===== src/rtl/wb_op_sequencer_pkg.sv =====
// wb_op_sequencer_pkg: shared cache-op/TLB-op encodings and sequencer state type
package wb_op_sequencer_pkg;
   localparam int TLBOP_TLBWI = 0;
   localparam int TLBOP_TLBP  = 1;
   localparam int TLBOP_TLBR  = 2;
   typedef enum logic [2:0] {
      EMPTY,
      I_INDEX_INV,
      I_HIT_INV,
      D_INDEX_WB_INV,
      D_HIT_INV,
      D_HIT_WB_INV,
      D_INDEX_STORE_TAG
   } cache_op_t;
   typedef enum logic [1:0] {IDLE, TLB, CACHE, REDIRECT} wb_seq_state_t;
endpackage


===== src/rtl/wb_op_sequencer_if.sv =====
// wb_op_sequencer_if: writeback/TLB/cache/fetch signals of the op sequencer; timeout_err only with WB_OP_TIMEOUT_EN
interface wb_op_sequencer_if;
   import wb_op_sequencer_pkg::*;
   logic        op_valid;
   logic [2:0]  op_tlb;
   cache_op_t   op_cache;
   logic [31:0] op_pc;
   logic [31:0] op_vaddr;
   logic [31:0] op_paddr;
   logic        flush_in;
   logic [2:0]  tlb_cmd;
   logic        cache_req;
   cache_op_t   cache_op_out;
   logic [31:0] cache_vaddr;
   logic [31:0] cache_paddr;
   logic        cache_ack;
   logic        busy;
   logic        fetch_hold;
   logic        redirect_valid;
   logic [31:0] redirect_pc;
`ifdef WB_OP_TIMEOUT_EN
   logic        timeout_err;
`endif
   modport master (
`ifdef WB_OP_TIMEOUT_EN
      input timeout_err,
`endif
      output op_valid, op_tlb, op_cache, op_pc, op_vaddr, op_paddr, flush_in, cache_ack,
      input tlb_cmd, cache_req, cache_op_out, cache_vaddr, cache_paddr, busy, fetch_hold,
            redirect_valid, redirect_pc
   );
   modport slave (
`ifdef WB_OP_TIMEOUT_EN
      output timeout_err,
`endif
      input op_valid, op_tlb, op_cache, op_pc, op_vaddr, op_paddr, flush_in, cache_ack,
      output tlb_cmd, cache_req, cache_op_out, cache_vaddr, cache_paddr, busy, fetch_hold,
             redirect_valid, redirect_pc
   );
endinterface


===== src/rtl/wb_op_sequencer_op_timeout_counter.sv =====
// op_timeout_counter: cache-ack watchdog counter, expired when the count reaches TIMEOUT_CYCLES-1
module op_timeout_counter #(
   parameter int TIMEOUT_CYCLES = 256
) (
   input  logic clk,
   input  logic reset,
   input  logic clear,
   input  logic en,
   output logic expired
);
   localparam int W = $clog2(TIMEOUT_CYCLES);
   logic [W-1:0] count;
   // count wait cycles; the sequencer leaves CACHE on expiry so the count never wraps
   always_ff @(posedge clk or posedge reset)
      if (reset) count <= '0;
      else count <= clear ? '0 : en ? count + W'(1) : count;
   assign expired = count == W'(TIMEOUT_CYCLES - 1);
endmodule


===== src/rtl/wb_op_sequencer.sv =====
// wb_op_sequencer: issues retired TLB then cache maintenance ops, holds fetch, then one refetch redirect.
// Optional cache-ack watchdog is compiled in by defining WB_OP_TIMEOUT_EN.
module wb_op_sequencer
   import wb_op_sequencer_pkg::*;
#(
   parameter int TIMEOUT_CYCLES = 256
) (
   input logic clk,
   input logic reset,
   wb_op_sequencer_if.slave bus
);
   wb_seq_state_t state, state_nxt;
   logic [2:0]  tlb_q;
   cache_op_t   cache_q;
   logic [31:0] pc_q, vaddr_q, paddr_q;
   logic        accept, expired;
   assign accept = state == IDLE && bus.op_valid && !bus.flush_in;
   if (TIMEOUT_CYCLES < 2) begin : g_bad_timeout
      $error("TIMEOUT_CYCLES must be at least 2");
   end
`ifdef WB_OP_TIMEOUT_EN
   op_timeout_counter #(.TIMEOUT_CYCLES(TIMEOUT_CYCLES)) u_timeout (
      .clk(clk),
      .reset(reset),
      .clear(state != CACHE),
      .en(state == CACHE && !bus.cache_ack),
      .expired(expired)
   );
`else
   assign expired = 1'b0;
`endif
   // state register
   always_ff @(posedge clk or posedge reset)
      if (reset) state <= IDLE;
      else state <= state_nxt;
   // capture the op fields when an op is accepted in IDLE
   always_ff @(posedge clk or posedge reset)
      if (reset) begin
         tlb_q   <= '0;
         cache_q <= EMPTY;
         pc_q    <= '0;
         vaddr_q <= '0;
         paddr_q <= '0;
      end else if (accept) begin
         tlb_q   <= bus.op_tlb;
         cache_q <= bus.op_cache;
         pc_q    <= bus.op_pc;
         vaddr_q <= bus.op_vaddr;
         paddr_q <= bus.op_paddr;
      end
   // next state: TLB always before cache, ack beats watchdog expiry
   always_comb begin
      state_nxt = state;
      case (state)
         IDLE:    state_nxt = !accept ? IDLE : bus.op_tlb != 3'b0 ? TLB : bus.op_cache != EMPTY ? CACHE : IDLE;
         TLB:     state_nxt = cache_q != EMPTY ? CACHE : REDIRECT;
         CACHE:   state_nxt = bus.cache_ack || expired ? REDIRECT : CACHE;
         default: state_nxt = IDLE;
      endcase
   end
   // outputs decoded from the state and the latched op
   always_comb begin
      bus.busy           = state != IDLE;
      bus.fetch_hold     = state != IDLE || accept;
      bus.tlb_cmd        = state == TLB ? tlb_q : 3'b0;
      bus.cache_req      = state == CACHE;
      bus.cache_op_out   = cache_q;
      bus.cache_vaddr    = vaddr_q;
      bus.cache_paddr    = paddr_q;
      bus.redirect_valid = state == REDIRECT;
      bus.redirect_pc    = state == REDIRECT ? pc_q + 32'd4 : 32'd0;
`ifdef WB_OP_TIMEOUT_EN
      bus.timeout_err    = state == CACHE && expired && !bus.cache_ack;
`endif
   end
endmodule


===== src/flat_wrapper.sv =====
// flat-port wrapper written by rule: the top's interface ports become plain ports
module wb_op_sequencer_flat import wb_op_sequencer_pkg::*;
#(
   parameter int TIMEOUT_CYCLES = 256
)
  (clk, reset, bus_op_valid, bus_op_tlb, bus_op_cache, bus_op_pc, bus_op_vaddr, bus_op_paddr, bus_flush_in, bus_cache_ack, bus_tlb_cmd, bus_cache_req, bus_cache_op_out, bus_cache_vaddr, bus_cache_paddr, bus_busy, bus_fetch_hold, bus_redirect_valid, bus_redirect_pc);
  wb_op_sequencer_if bus_i ();
  input logic clk;
  input logic reset;
  input wire logic [$bits(bus_i.op_valid)-1:0] bus_op_valid;
  input wire logic [$bits(bus_i.op_tlb)-1:0] bus_op_tlb;
  input wire logic [$bits(bus_i.op_cache)-1:0] bus_op_cache;
  input wire logic [$bits(bus_i.op_pc)-1:0] bus_op_pc;
  input wire logic [$bits(bus_i.op_vaddr)-1:0] bus_op_vaddr;
  input wire logic [$bits(bus_i.op_paddr)-1:0] bus_op_paddr;
  input wire logic [$bits(bus_i.flush_in)-1:0] bus_flush_in;
  input wire logic [$bits(bus_i.cache_ack)-1:0] bus_cache_ack;
  output wire logic [$bits(bus_i.tlb_cmd)-1:0] bus_tlb_cmd;
  output wire logic [$bits(bus_i.cache_req)-1:0] bus_cache_req;
  output wire logic [$bits(bus_i.cache_op_out)-1:0] bus_cache_op_out;
  output wire logic [$bits(bus_i.cache_vaddr)-1:0] bus_cache_vaddr;
  output wire logic [$bits(bus_i.cache_paddr)-1:0] bus_cache_paddr;
  output wire logic [$bits(bus_i.busy)-1:0] bus_busy;
  output wire logic [$bits(bus_i.fetch_hold)-1:0] bus_fetch_hold;
  output wire logic [$bits(bus_i.redirect_valid)-1:0] bus_redirect_valid;
  output wire logic [$bits(bus_i.redirect_pc)-1:0] bus_redirect_pc;
  assign bus_i.op_valid = bus_op_valid;
  assign bus_i.op_tlb = bus_op_tlb;
  assign bus_i.op_cache = bus_op_cache;
  assign bus_i.op_pc = bus_op_pc;
  assign bus_i.op_vaddr = bus_op_vaddr;
  assign bus_i.op_paddr = bus_op_paddr;
  assign bus_i.flush_in = bus_flush_in;
  assign bus_i.cache_ack = bus_cache_ack;
  assign bus_tlb_cmd = bus_i.tlb_cmd;
  assign bus_cache_req = bus_i.cache_req;
  assign bus_cache_op_out = bus_i.cache_op_out;
  assign bus_cache_vaddr = bus_i.cache_vaddr;
  assign bus_cache_paddr = bus_i.cache_paddr;
  assign bus_busy = bus_i.busy;
  assign bus_fetch_hold = bus_i.fetch_hold;
  assign bus_redirect_valid = bus_i.redirect_valid;
  assign bus_redirect_pc = bus_i.redirect_pc;
  wb_op_sequencer #(.TIMEOUT_CYCLES(TIMEOUT_CYCLES)) u_core (.clk(clk), .reset(reset), .bus(bus_i));
endmodule

===== config.mk =====
export PLATFORM = sky130hd
export DESIGN_NAME = wb_op_sequencer_flat
export DESIGN_NICKNAME = d
export VERILOG_FILES = /design/src/rtl/wb_op_sequencer_pkg.sv /design/src/rtl/wb_op_sequencer_if.sv /design/src/rtl/wb_op_sequencer_op_timeout_counter.sv /design/src/rtl/wb_op_sequencer.sv /design/src/flat_wrapper.sv
export SDC_FILE = /design/constraint.sdc
export NUM_CORES = 1
export LEC_CHECK = 0
export ABC_AREA = 0
export CORE_MARGIN = 5
export CORE_UTILIZATION = 38
export DETAILED_ROUTE_END_ITERATION = 10
export PLACE_DENSITY = 0.78
export REMOVE_ABC_BUFFERS = 1
export SLEW_MARGIN = 20
export SYNTH_ARGS = -nofsm -noshare
export SYNTH_HDL_FRONTEND = slang
export SYNTH_SLANG_ARGS = --single-unit

===== constraint.sdc =====
create_clock -name clk -period 3.6 [get_ports clk]
set_input_delay 1.08 -clock clk [delete_from_list [all_inputs] [get_ports clk]]
set_output_delay 1.08 -clock clk [all_outputs]
set_load 0.005 [all_outputs]

==> out/results.tsv <==
stage	metric	value	unit
cells_and_area	num-fill-cells	979	
place	dp_hpwl	10.5	mm
cts	cts_root_buf	clkbuf_16	
yosys	ys_top_logic_family	multiplexers	
place	pre_cts_ws	-142	ps
drt	post_drt_via_cell_ratio	4.98	
yosys	ys_ff	104	
worst_setup_path	start_kind	register	
power	p_comb_share	44.7	%
final_timing	finalClockPeriodUsage	99.8	%
status	status	completed	
worst_setup_path	critPathKind	register to primary output	
worst_setup_path	ff2ff_setup_slack	1630	ps
cts	cts_tree	yes	
worst_setup_path	worst-path-max-fanout	2	
yosys	ys_sh_aoi	4.64	%
place	place_congestion	0.822	
power	leakage	3.14	nW
yosys	ys_cells	370	
yosys	ff_type	dfrtp_1	
final_timing	fmax	278	MHz
hold_path	whs_endpoint	u_core.bus.cache_vaddr[12]	
yosys	ys_area	4750	sq um
run	tool_warnings	30	
final_timing	worst_slack	8.54	ps
cells_and_area	ff_latch_area	2600	sq um
global_routing	grt_pass1_wl	22.3	mm
drt	route.detailed.drc	0	
global_routing	grtUsageTotal	19.4	%
power	seqPwrFrac	38.2	%
global_routing	antenna_found_initial	1	
final_timing	max_slew.worst_pin.slew	687	ps
power	clkPwrFrac	17.1	%
yosys	xor_area_share	1.85	%
worst_setup_path	worstReg2RegEnd	u_core.bus.cache_vaddr[7]	
power	switching_share	31.4	%
yosys	synth.avg_cell_area	12.8	sq um
cts	cts.path.max_buffers	2	
power	pwr_density_cell	753	nW/um^2
floorplanning	rows	40	
cts	cts_hold_buffers	0	
yosys	edf_count	0	
registers in the layout, summed over array words and instances, names as in the netlist:
name                     cells
u_core.bus.cache_op_out      3
u_core.bus.cache_paddr      32
u_core.bus.cache_vaddr      32
u_core.tlb_q                 3
u_core.state                 2
u_core.pc_q                 32
layer usage:
layer,routed length [um],track usage [%]
met1,4990,20.3
met2,7010,33.0
met3,1780,10.0
met4,328,7.77
met5,7,0
timing repair:
action | in CTS | in global routing
setup endpoints to repair | 12 | 16
gates cloned | 0 | 0
pin swaps | 6 | 8
gates resized | 25 | 21
buffers inserted | 4 | 1
endpoints found under the hold margin | 0 | 0
layout make-up:
type / instances / share of cell area, %
flip-flops and latches: 104 / 34.3
repair buffers: 239 / 30.9
multi-input cells: 241 / 27.6
clock buffers: 10 / 3.15
well taps: 168 / 2.77
clock inverters: 6 / 0.792
inverters: 7 / 0.380
worst max-delay path: stages (launching register included):
cell	delay, ps
dfrtp_1	360
ha_2	180
nand4_1	160
or4_4	580
buf_6	140
or4_4	420
a21oi_2	180
buf_2	140
Yosys cell counts, types with 7 or more instances:
cell        n  area (sq um)
dfrtp_1   104          2600
mux2_2    102          1150
a21oi_1    16          80.1
nor2_1     14          52.6
clkbuf_1   11          41.3
nand2_1    11          41.3
nand4_1    10          62.6
or4_1      10          75.1
o31ai_1     9          67.6
or3_1       9          56.3
nand3_1     8          40.0
o21ai_0     7          35.0
power groups by stage:
stage | clock network, W | registers [W] | logic (W)
after global routing | 0.00105 | 0.00227 | 0.00277
after floorplan | 0 | 0.00218 | 0.00103
after global placement | 0 | 0.00215 | 0.00249
after CTS | 0.00101 | 0.00218 | 0.00256
final | 0.000976 | 0.00218 | 0.00255
after detailed placement | 0 | 0.00219 | 0.00253
worst max path at each step:
stage	startpoint	to	slack [ps]	cells after the start
2_1_floorplan	bus_flush_in	bus_fetch_hold	-1520	2
3_3_place_gp	u_core.pc_q[3]	bus_redirect_pc[22]	-140	6
3_5_place_dp	u_core.pc_q[3]	bus_redirect_pc[22]	-140	6
4_1_cts	u_core.pc_q[4]	bus_redirect_pc[29]	-30	7
5_1_grt	u_core.pc_q[3]	bus_redirect_pc[30]	-70	7
6_report	u_core.pc_q[3]	bus_redirect_pc[22]	9	7
cells by family after synthesis:
kind of cell    count (synthesis)
xor+xnor                       10
compound gates                 37
flops                         104
mux                           103
simple gates                   86
buf+inv                        25
fa+ha+maj                       5
through the flow:
stage               std cells  TNS, ps
global route              775     -177
global placement          754     -203
floorplan                 352  -131220
finish                    775        0
detailed placement        754     -259
CTS                       774    -50.7
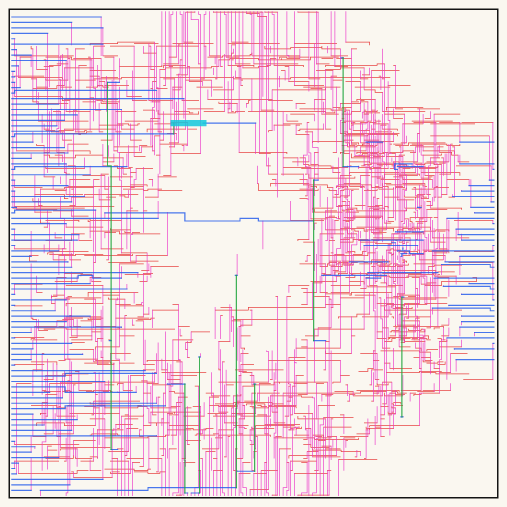
Figure 1: routed metal, one color a layer.
Drawn at 4 px/um.
Key: blue = M3 [wire length 1,780 um]; green = M4 [wire length 329 um]; magenta = M2 [wire length 7,010 um]; red = M1 [wire length 4,990 um]; cyan = M5 [wire length 7.40 um]

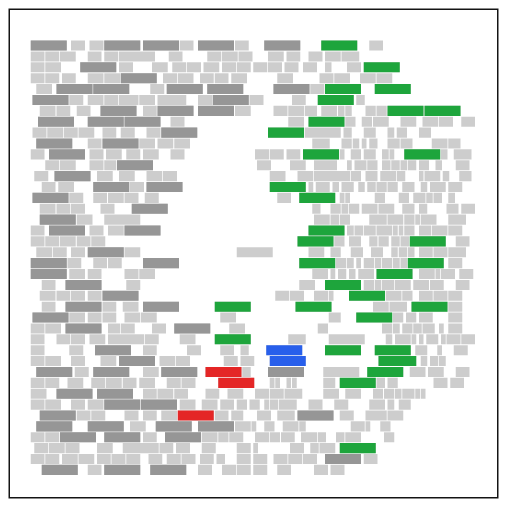
Figure 2: sequential cells colored by netlist name.
Drawn at 4 px/um. Other sequential cells in the stronger gray, the rest of the logic in the fainter gray.
Key: blue = u_core.state [flops 2]; green = u_core.pc_q [flops 32]; red = u_core.bus.cache_op_out [flops 3]

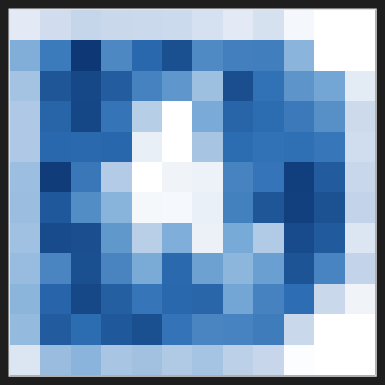
Figure 3: placement density heat map.
Drawn at 3 px/um. 12 x 12 tiles, from white (low) to dark blue (high), 0 to 100% covered.
The emptiest ninth of the die: center. 27% of the tiles are over 75% full. 8.3% of the tiles are nearly empty.
Core Box Area: 12,100 sq um
Layout Utilization: 62.6%
Core Util at FP: 39.2%

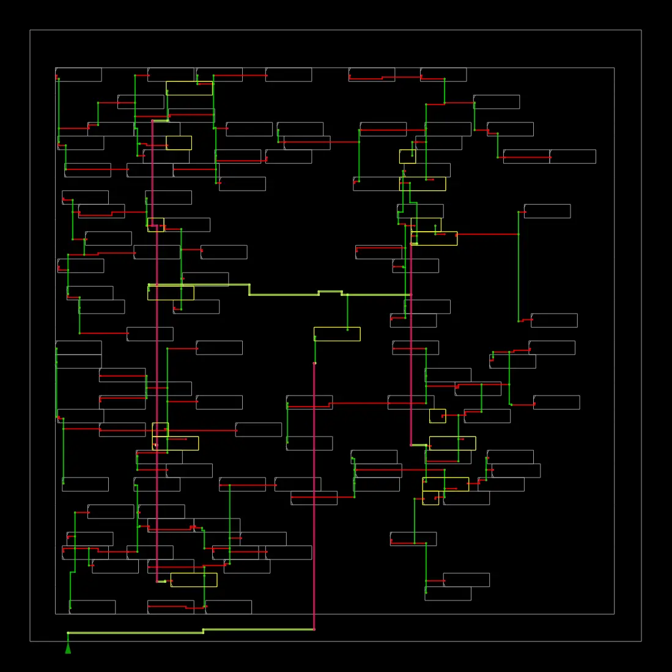
Figure 4: clock nets.
clock buffers: 10
clk_lat worst skew: 350 ps
Num CTS Buffers: 9
clk_skew: 10.3 ps
clock sink count: 104

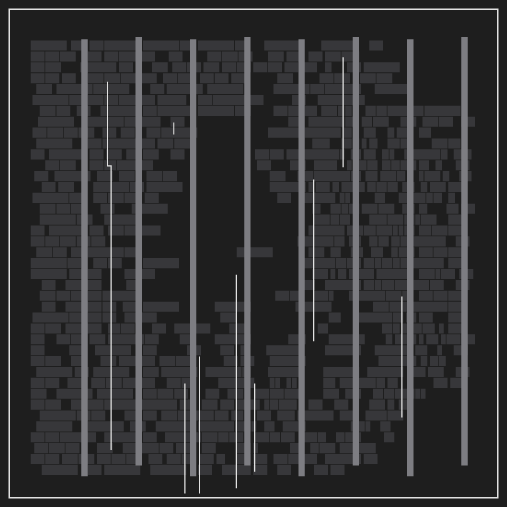
Figure 5: M4 wires.
Drawn at 4 px/um. Supply wires on this layer in gray. Cells faint in the background.
The longest straight run is 70.9 um. The wires run mostly vertical.
final wirelength: 14.1 mm
Vias: 3,863

Power figures rest on the tool's default switching activity, not on a simulated workload.
